$ cat config.mk
export PLATFORM = sky130hd
export DESIGN_NAME = commit_trace_encoder
export DESIGN_NICKNAME = d
export VERILOG_FILES = /design/src/rtl/trace_pkg.sv /design/src/rtl/trace_fifo.sv /design/src/rtl/commit_trace_encoder.sv
export SDC_FILE = /design/constraint.sdc
export NUM_CORES = 2
export LEC_CHECK = 0
export ABC_CLOCK_PERIOD_IN_PS = 12600
export CAP_MARGIN = 25
export CORE_ASPECT_RATIO = 1.2
export CORE_MARGIN = 2
export CORE_UTILIZATION = 35
export CTS_CLUSTER_DIAMETER = 100
export DETAILED_ROUTE_END_ITERATION = 8
export REMOVE_ABC_BUFFERS = 1
export SYNTH_ARGS = -nofsm -noshare
export SYNTH_HDL_FRONTEND = slang
export SYNTH_SLANG_ARGS = --single-unit
$ cat constraint.sdc
create_clock -name clk_i -period 12.6 [get_ports clk_i]
set_input_delay 1.26 -clock clk_i [delete_from_list [all_inputs] [get_ports clk_i]]
set_output_delay 1.26 -clock clk_i [all_outputs]
set_load 0.02 [all_outputs]
$ cat src/rtl/trace_pkg.sv
// Shared types and constants for the commit trace encoder and its packet FIFO.
package trace_pkg;

    typedef enum logic [1:0] {
        KIND_REG   = 2'b00,
        KIND_LOAD  = 2'b01,
        KIND_STORE = 2'b10
    } trace_kind_t;

    typedef struct packed {
        logic [31:0] timestamp;
        logic [31:0] iaddress;
        logic [31:0] result;
        logic [31:0] address;
        logic [4:0]  destination;
        trace_kind_t kind;
    } trace_packet_t;

    localparam logic HEADER_SYNC = 1'b1;
    localparam int   REG_BYTES   = 13;
    localparam int   MEM_BYTES   = 17;

    function automatic logic [7:0] header_byte(input trace_packet_t p);
        return {HEADER_SYNC, p.kind, p.destination};
    endfunction

endpackage

$ cat src/rtl/trace_fifo.sv
// Synchronous packet FIFO; full/empty are registered so they never depend on this cycle's push/pop.
module trace_fifo
    import trace_pkg::*;
#(
    parameter int FIFO_DEPTH = 16
) (
    input  logic          clk_i,
    input  logic          rst_n_i,
    input  logic          push_i,
    input  trace_packet_t data_i,
    input  logic          pop_i,
    output trace_packet_t data_o,
    output logic          full_o,
    output logic          empty_o
);

    localparam int AW = $clog2(FIFO_DEPTH);
    localparam logic [AW:0] DEPTH_CNT = (AW+1)'(FIFO_DEPTH);
    localparam logic [AW:0] CNT_ONE   = (AW+1)'(1);
    localparam logic [AW-1:0] PTR_ONE = AW'(1);

    trace_packet_t mem_q [FIFO_DEPTH];
    logic [AW-1:0] wr_ptr_q, rd_ptr_q;
    logic [AW:0]   cnt_q, cnt_d;
    logic          full_q, empty_q;
    logic          do_push, do_pop;

    assign do_push = push_i & ~full_q;
    assign do_pop  = pop_i & ~empty_q;

    always_comb begin
        cnt_d = cnt_q;
        if (do_push && !do_pop)
            cnt_d = cnt_q + CNT_ONE;
        else if (!do_push && do_pop)
            cnt_d = cnt_q - CNT_ONE;
    end

    always_ff @(posedge clk_i or negedge rst_n_i) begin
        if (!rst_n_i) begin
            wr_ptr_q <= '0;
            rd_ptr_q <= '0;
            cnt_q    <= '0;
            full_q   <= 1'b0;
            empty_q  <= 1'b1;
        end else begin
            if (do_push) wr_ptr_q <= wr_ptr_q + PTR_ONE;
            if (do_pop)  rd_ptr_q <= rd_ptr_q + PTR_ONE;
            cnt_q   <= cnt_d;
            full_q  <= (cnt_d == DEPTH_CNT);
            empty_q <= (cnt_d == '0);
        end
    end

    always_ff @(posedge clk_i) begin
        if (do_push) mem_q[wr_ptr_q] <= data_i;
    end

    assign data_o  = mem_q[rd_ptr_q];
    assign full_o  = full_q;
    assign empty_o = empty_q;

endmodule

$ cat src/rtl/commit_trace_encoder.sv
// Captures retired writebacks into trace packets and serializes them as a little-endian byte stream.
module commit_trace_encoder
    import trace_pkg::*;
#(
    parameter int FIFO_DEPTH      = 16,
    parameter int TIMESTAMP_WIDTH = 32
) (
    input  logic        clk_i,
    input  logic        rst_n_i,
    input  logic        enable_i,
    input  logic        clear_i,
    input  logic        writeback_i,
    input  logic [31:0] wb_iaddress_i,
    input  logic [31:0] wb_result_i,
    input  logic [4:0]  wb_destination_i,
    input  logic        wb_load_i,
    input  logic        wb_store_i,
    input  logic [31:0] mem_address_i,
    input  logic [31:0] mem_data_i,
    output logic [7:0]  byte_o,
    output logic        byte_valid_o,
    input  logic        byte_ready_i,
    output logic        fifo_empty_o,
    output logic        overflow_o,
    output logic [15:0] dropped_count_o
);

    typedef enum logic [2:0] {
        S_IDLE, S_HEADER, S_TSTAMP, S_IADDR, S_RESULT, S_MEMADDR
    } state_t;

    localparam logic [TIMESTAMP_WIDTH-1:0] TS_ONE = TIMESTAMP_WIDTH'(1);
    // Every word field carries as many bytes as the trailing address field.
    localparam logic [1:0] LAST_IDX = 2'(MEM_BYTES - REG_BYTES - 1);

    logic [TIMESTAMP_WIDTH-1:0] ts_q;
    trace_packet_t wr_pkt, fifo_pkt, pkt_q, pkt_d;
    state_t        state_q, state_d;
    logic [1:0]    idx_q, idx_d;
    logic          fifo_full, fifo_empty, push, drop, pop, fire;
    logic          overflow_q;
    logic [15:0]   drop_cnt_q;
    logic [31:0]   word;

    always_ff @(posedge clk_i or negedge rst_n_i) begin
        if (!rst_n_i) ts_q <= '0;
        else          ts_q <= ts_q + TS_ONE;
    end

    always_comb begin
        wr_pkt.timestamp   = 32'(ts_q);
        wr_pkt.iaddress    = wb_iaddress_i;
        wr_pkt.destination = wb_destination_i;
        wr_pkt.result      = wb_result_i;
        wr_pkt.address     = '0;
        wr_pkt.kind        = KIND_REG;
        if (wb_store_i) begin
            wr_pkt.kind    = KIND_STORE;
            wr_pkt.result  = mem_data_i;
            wr_pkt.address = mem_address_i;
        end else if (wb_load_i) begin
            wr_pkt.kind    = KIND_LOAD;
            wr_pkt.address = mem_address_i;
        end
    end

    assign push = writeback_i & enable_i & ~fifo_full;
    assign drop = writeback_i & enable_i & fifo_full;

    trace_fifo #(.FIFO_DEPTH(FIFO_DEPTH)) u_fifo (
        .clk_i   (clk_i),
        .rst_n_i (rst_n_i),
        .push_i  (push),
        .data_i  (wr_pkt),
        .pop_i   (pop),
        .data_o  (fifo_pkt),
        .full_o  (fifo_full),
        .empty_o (fifo_empty)
    );

    // A drop in the same cycle as clear_i must still be recorded.
    always_ff @(posedge clk_i or negedge rst_n_i) begin
        if (!rst_n_i) begin
            overflow_q <= 1'b0;
            drop_cnt_q <= '0;
        end else if (drop) begin
            overflow_q <= 1'b1;
            if (clear_i)                   drop_cnt_q <= 16'd1;
            else if (drop_cnt_q != 16'hFFFF) drop_cnt_q <= drop_cnt_q + 16'd1;
        end else if (clear_i) begin
            overflow_q <= 1'b0;
            drop_cnt_q <= '0;
        end
    end

    assign fire = byte_valid_o & byte_ready_i;

    always_comb begin
        state_d = state_q;
        idx_d   = idx_q;
        pkt_d   = pkt_q;
        pop     = 1'b0;
        case (state_q)
            S_IDLE: if (!fifo_empty) begin
                pop     = 1'b1;
                pkt_d   = fifo_pkt;
                idx_d   = '0;
                state_d = S_HEADER;
            end
            S_HEADER: if (fire) state_d = S_TSTAMP;
            default: if (fire) begin
                if (idx_q == LAST_IDX) begin
                    idx_d = '0;
                    case (state_q)
                        S_TSTAMP: state_d = S_IADDR;
                        S_IADDR:  state_d = S_RESULT;
                        S_RESULT: state_d = (pkt_q.kind == KIND_REG) ? S_IDLE : S_MEMADDR;
                        default:  state_d = S_IDLE;
                    endcase
                end else begin
                    idx_d = idx_q + 2'd1;
                end
            end
        endcase
    end

    always_ff @(posedge clk_i or negedge rst_n_i) begin
        if (!rst_n_i) begin
            state_q <= S_IDLE;
            idx_q   <= '0;
            pkt_q   <= '0;
        end else begin
            state_q <= state_d;
            idx_q   <= idx_d;
            pkt_q   <= pkt_d;
        end
    end

    always_comb begin
        word = '0;
        case (state_q)
            S_TSTAMP:  word = pkt_q.timestamp;
            S_IADDR:   word = pkt_q.iaddress;
            S_RESULT:  word = pkt_q.result;
            S_MEMADDR: word = pkt_q.address;
            default:   word = '0;
        endcase
        byte_o = (state_q == S_HEADER) ? header_byte(pkt_q) : word[{idx_q, 3'b000} +: 8];
    end

    assign byte_valid_o    = (state_q != S_IDLE);
    assign fifo_empty_o    = fifo_empty;
    assign overflow_o      = overflow_q;
    assign dropped_count_o = drop_cnt_q;

endmodule

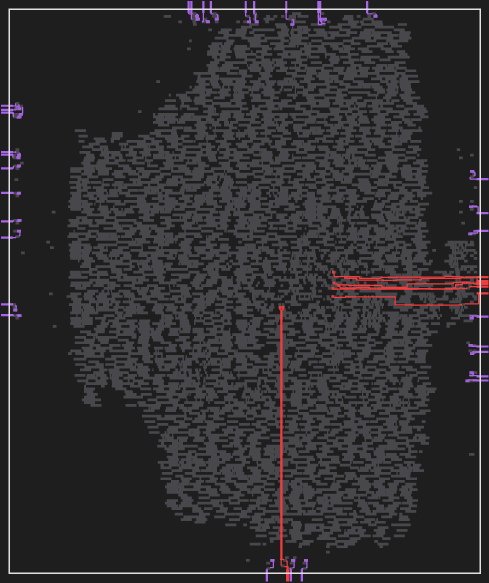
*I/O nets highlighted*
Drawn at 1 px/um.
| color | port | bits | direction | end cells | buffers | wire |
|---|---|---|---|---|---|---|
| red | byte_o | 8 | output | 8 | 8 | 1430 um |
| purple | mem_data_i | 32 | input | 32 | 32 | 406 um |

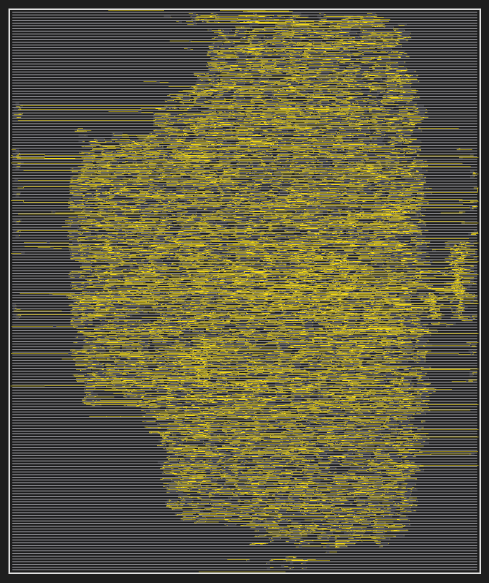
*The metal 1 layer*
Drawn at 1 px/um. Supply wires on this layer in gray.
nets with wire on the layer: 4357
main direction: horizontal
longest straight run: 266 um
share of all routed wire: 42%
wire length on this layer: 93.7 mm

==> results.toml <==
# synthesis and place-and-route metrics
[status]
status = "completed"

[final_timing]
relSlewSlack_pct = 19.6
fin_ws_ns = 6.75
worst_pin_slew_ns = 1.21
hold_viol_final = 0
finalSetupViolCount = 0
fmax_mhz = 171

[global_routing]
grt-ovfl-total = 0
antenna_found_initial = 12
grt_first_pass_wirelength_um = 324000
grt_max_degree = 138

[detailed_routing]
drt_first_pass_iters = 6
drt_iter0_drc = 4457
wl_met1_um = 93700
detail-route-antenna-nets = 0
viasPerCell = 5.32
dr_wl_met3_um = 11700

[layout]
fin_area_sq_um = 104000
area_growth_pct = 14.8

[yosys]
synth.area.top_cells = "edfxtp_1 71%, mux4_2 17%, dfrtp_1 5.6%, nand2_1 1.8%, mux2i_1 0.74%"
syn_area_per_cell_sq_um = 22.1
synthDistinctLibCells = 55
synth_flops = 2364
async_reset_ff_share_pct = 8.63

[placement]
dpl.hpwl_um = 120000
post-place-ws_ns = 7.08
post_dp_cell_area_sq_um = 97000

[worst_setup_path]
end_kind = "primary output"
critical_path_class = "reg2out"
r2r_slack_ns = 8.13
critPathRequiredTime_ns = 11.34
crit_fanout = 39

[cts]
hold_buffers = 0
clock_latency_ns = 0.92
htreeDepth = 4
numClockSinks = 2364
root_buffer = "clkbuf_16"

[floorplanning]
die_w_um = 469

[power]
p_leak_nw = 33.4
power_density_nw_per_um2 = 204
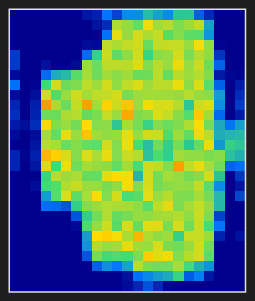
*Cell area per tile*
Drawn at 0.5 px/um. The die is cut into 23 by 28 equal tiles; dark blue is low, red is high, 0 to 100% covered.
fullest tile: 82%
mean over tiles: 38%
tiles over 75% full: 2.2%
nearly empty tiles: 28%
core area: 259000 sq um
FP Util: 35.1%
fin util: 40.3%

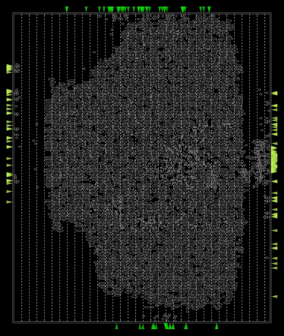
*Placed standard cells*
Final Non-Filler Cells: 8003
Seq/total area: 67.0%
Tapcell Cnt: 3415
fill count: 22535
row cnt: 205

cell type report:
cell class / instances / area [sq um] / share of cell area [%]
diodes: 4 / 10.0 / 0.00958
clock buffers: 312 / 6340 / 6.07
clock inverters: 104 / 1090 / 1.04
inverters: 15 / 56.3 / 0.0539
multi-input cells: 1532 / 20200 / 19.3
flip-flops and latches: 2364 / 70000 / 67.0
well taps: 3415 / 4270 / 4.09
repair buffers: 257 / 2530 / 2.42
sequential cells by signal, summed over array words and instances (netlist names):
| name | flops |
|---|---|
| u_fifo.empty_o | 1 |
| pkt_q | 135 |
| state_q | 3 |
| u_fifo.mem_q | 2160 |
| idx_q | 2 |
| ts_q | 32 |
| u_fifo.wr_ptr_q | 4 |
| overflow_o | 1 |
| u_fifo.rd_ptr_q | 4 |
| u_fifo.cnt_q | 5 |
| u_fifo.full_o | 1 |
| dropped_count_o | 16 |
routing by layer:
layer  track usage (%)  vias to the layer above
li1                  -                    17582
met2              28.8                     1283
met5                 0                        -
met3              2.30                      293
met4              4.05                       10
met1              22.6                    23420
critical path, stage by stage (launching register included):
cell,delay (ns)
dfrtp_4,0.90
buf_4,0.64
mux2i_1,0.19
o221ai_1,0.21
o21ai_0,0.13
o211ai_1,0.85
clkdlybuf4s50_1,0.77
cells in the final DEF (no fill, tap or decap), types with 13 or more instances in the layout:
cell / instances
nand3_1: 19
clkdlybuf4s50_1: 165
clkbuf_8: 32
o221ai_1: 14
buf_4: 79
clkbuf_16: 228
xor2_1: 16
mux2_2: 32
mux4_2: 676
mux2i_1: 67
clkbuf_1: 52
nor2_1: 30
dfrtp_1: 198
bufinv_16: 20
o22ai_1: 19
edfxtp_1: 2160
nor2b_1: 33
nand4_1: 14
clkinv_2: 34
nand2_1: 446
clkinv_1: 33
xnor2_1: 32
nor2_4: 13
o211ai_1: 18
inv_1: 15
o21ai_0: 14
worst max path at each step:
stage | from | to | slack (ns) | cells after the start
6_report | state_q[0] | byte_o[2] | 6.75 | 6
3_5_place_dp | writeback_i | u_fifo.mem_q[4][124] | 7.08 | 6
2_1_floorplan | u_fifo.rd_ptr_q[0] | pkt_q[0] | -9.40 | 4
5_1_grt | state_q[0] | byte_o[2] | 6.70 | 6
4_1_cts | state_q[0] | byte_o[3] | 6.74 | 6
3_3_place_gp | writeback_i | u_fifo.mem_q[4][112] | 7.12 | 6
cells by family (layout without fill, tap and decap cells):
group	count (synthesis)	count (layout)	share of synthesized area, %
xor gates and xnor gates	48	48	0.462
DFF	2364	2364	76.9
muxes	775	775	17.9
other	0	4	0
adders and majority gates	11	11	0.148
and+or+nand+nor	609	609	2.86
AOI/OAI and AO/OA	89	89	0.697
buffers and inverters	231	688	1.09
per-stage QoR:
stage	power, mW	hold slack (ns)
floorplan	14.7	0.445
global placement	14.8	0.460
detailed placement	14.8	0.462
CTS	21.6	0.440
global route	22.1	0.423
finish	21.4	0.392
power breakdown:
part / leakage (nW) / internal [mW] / switching (mW) / total (mW)
clock: 3.64 / 3.92 / 2.88 / 6.81
sequential: 22.2 / 9.15 / 0.497 / 9.65
combinational: 7.48 / 2.32 / 2.58 / 4.90
total: 33.4 / 15.4 / 5.97 / 21.4
Power figures rest on the tool's default switching activity, not on a simulated workload.
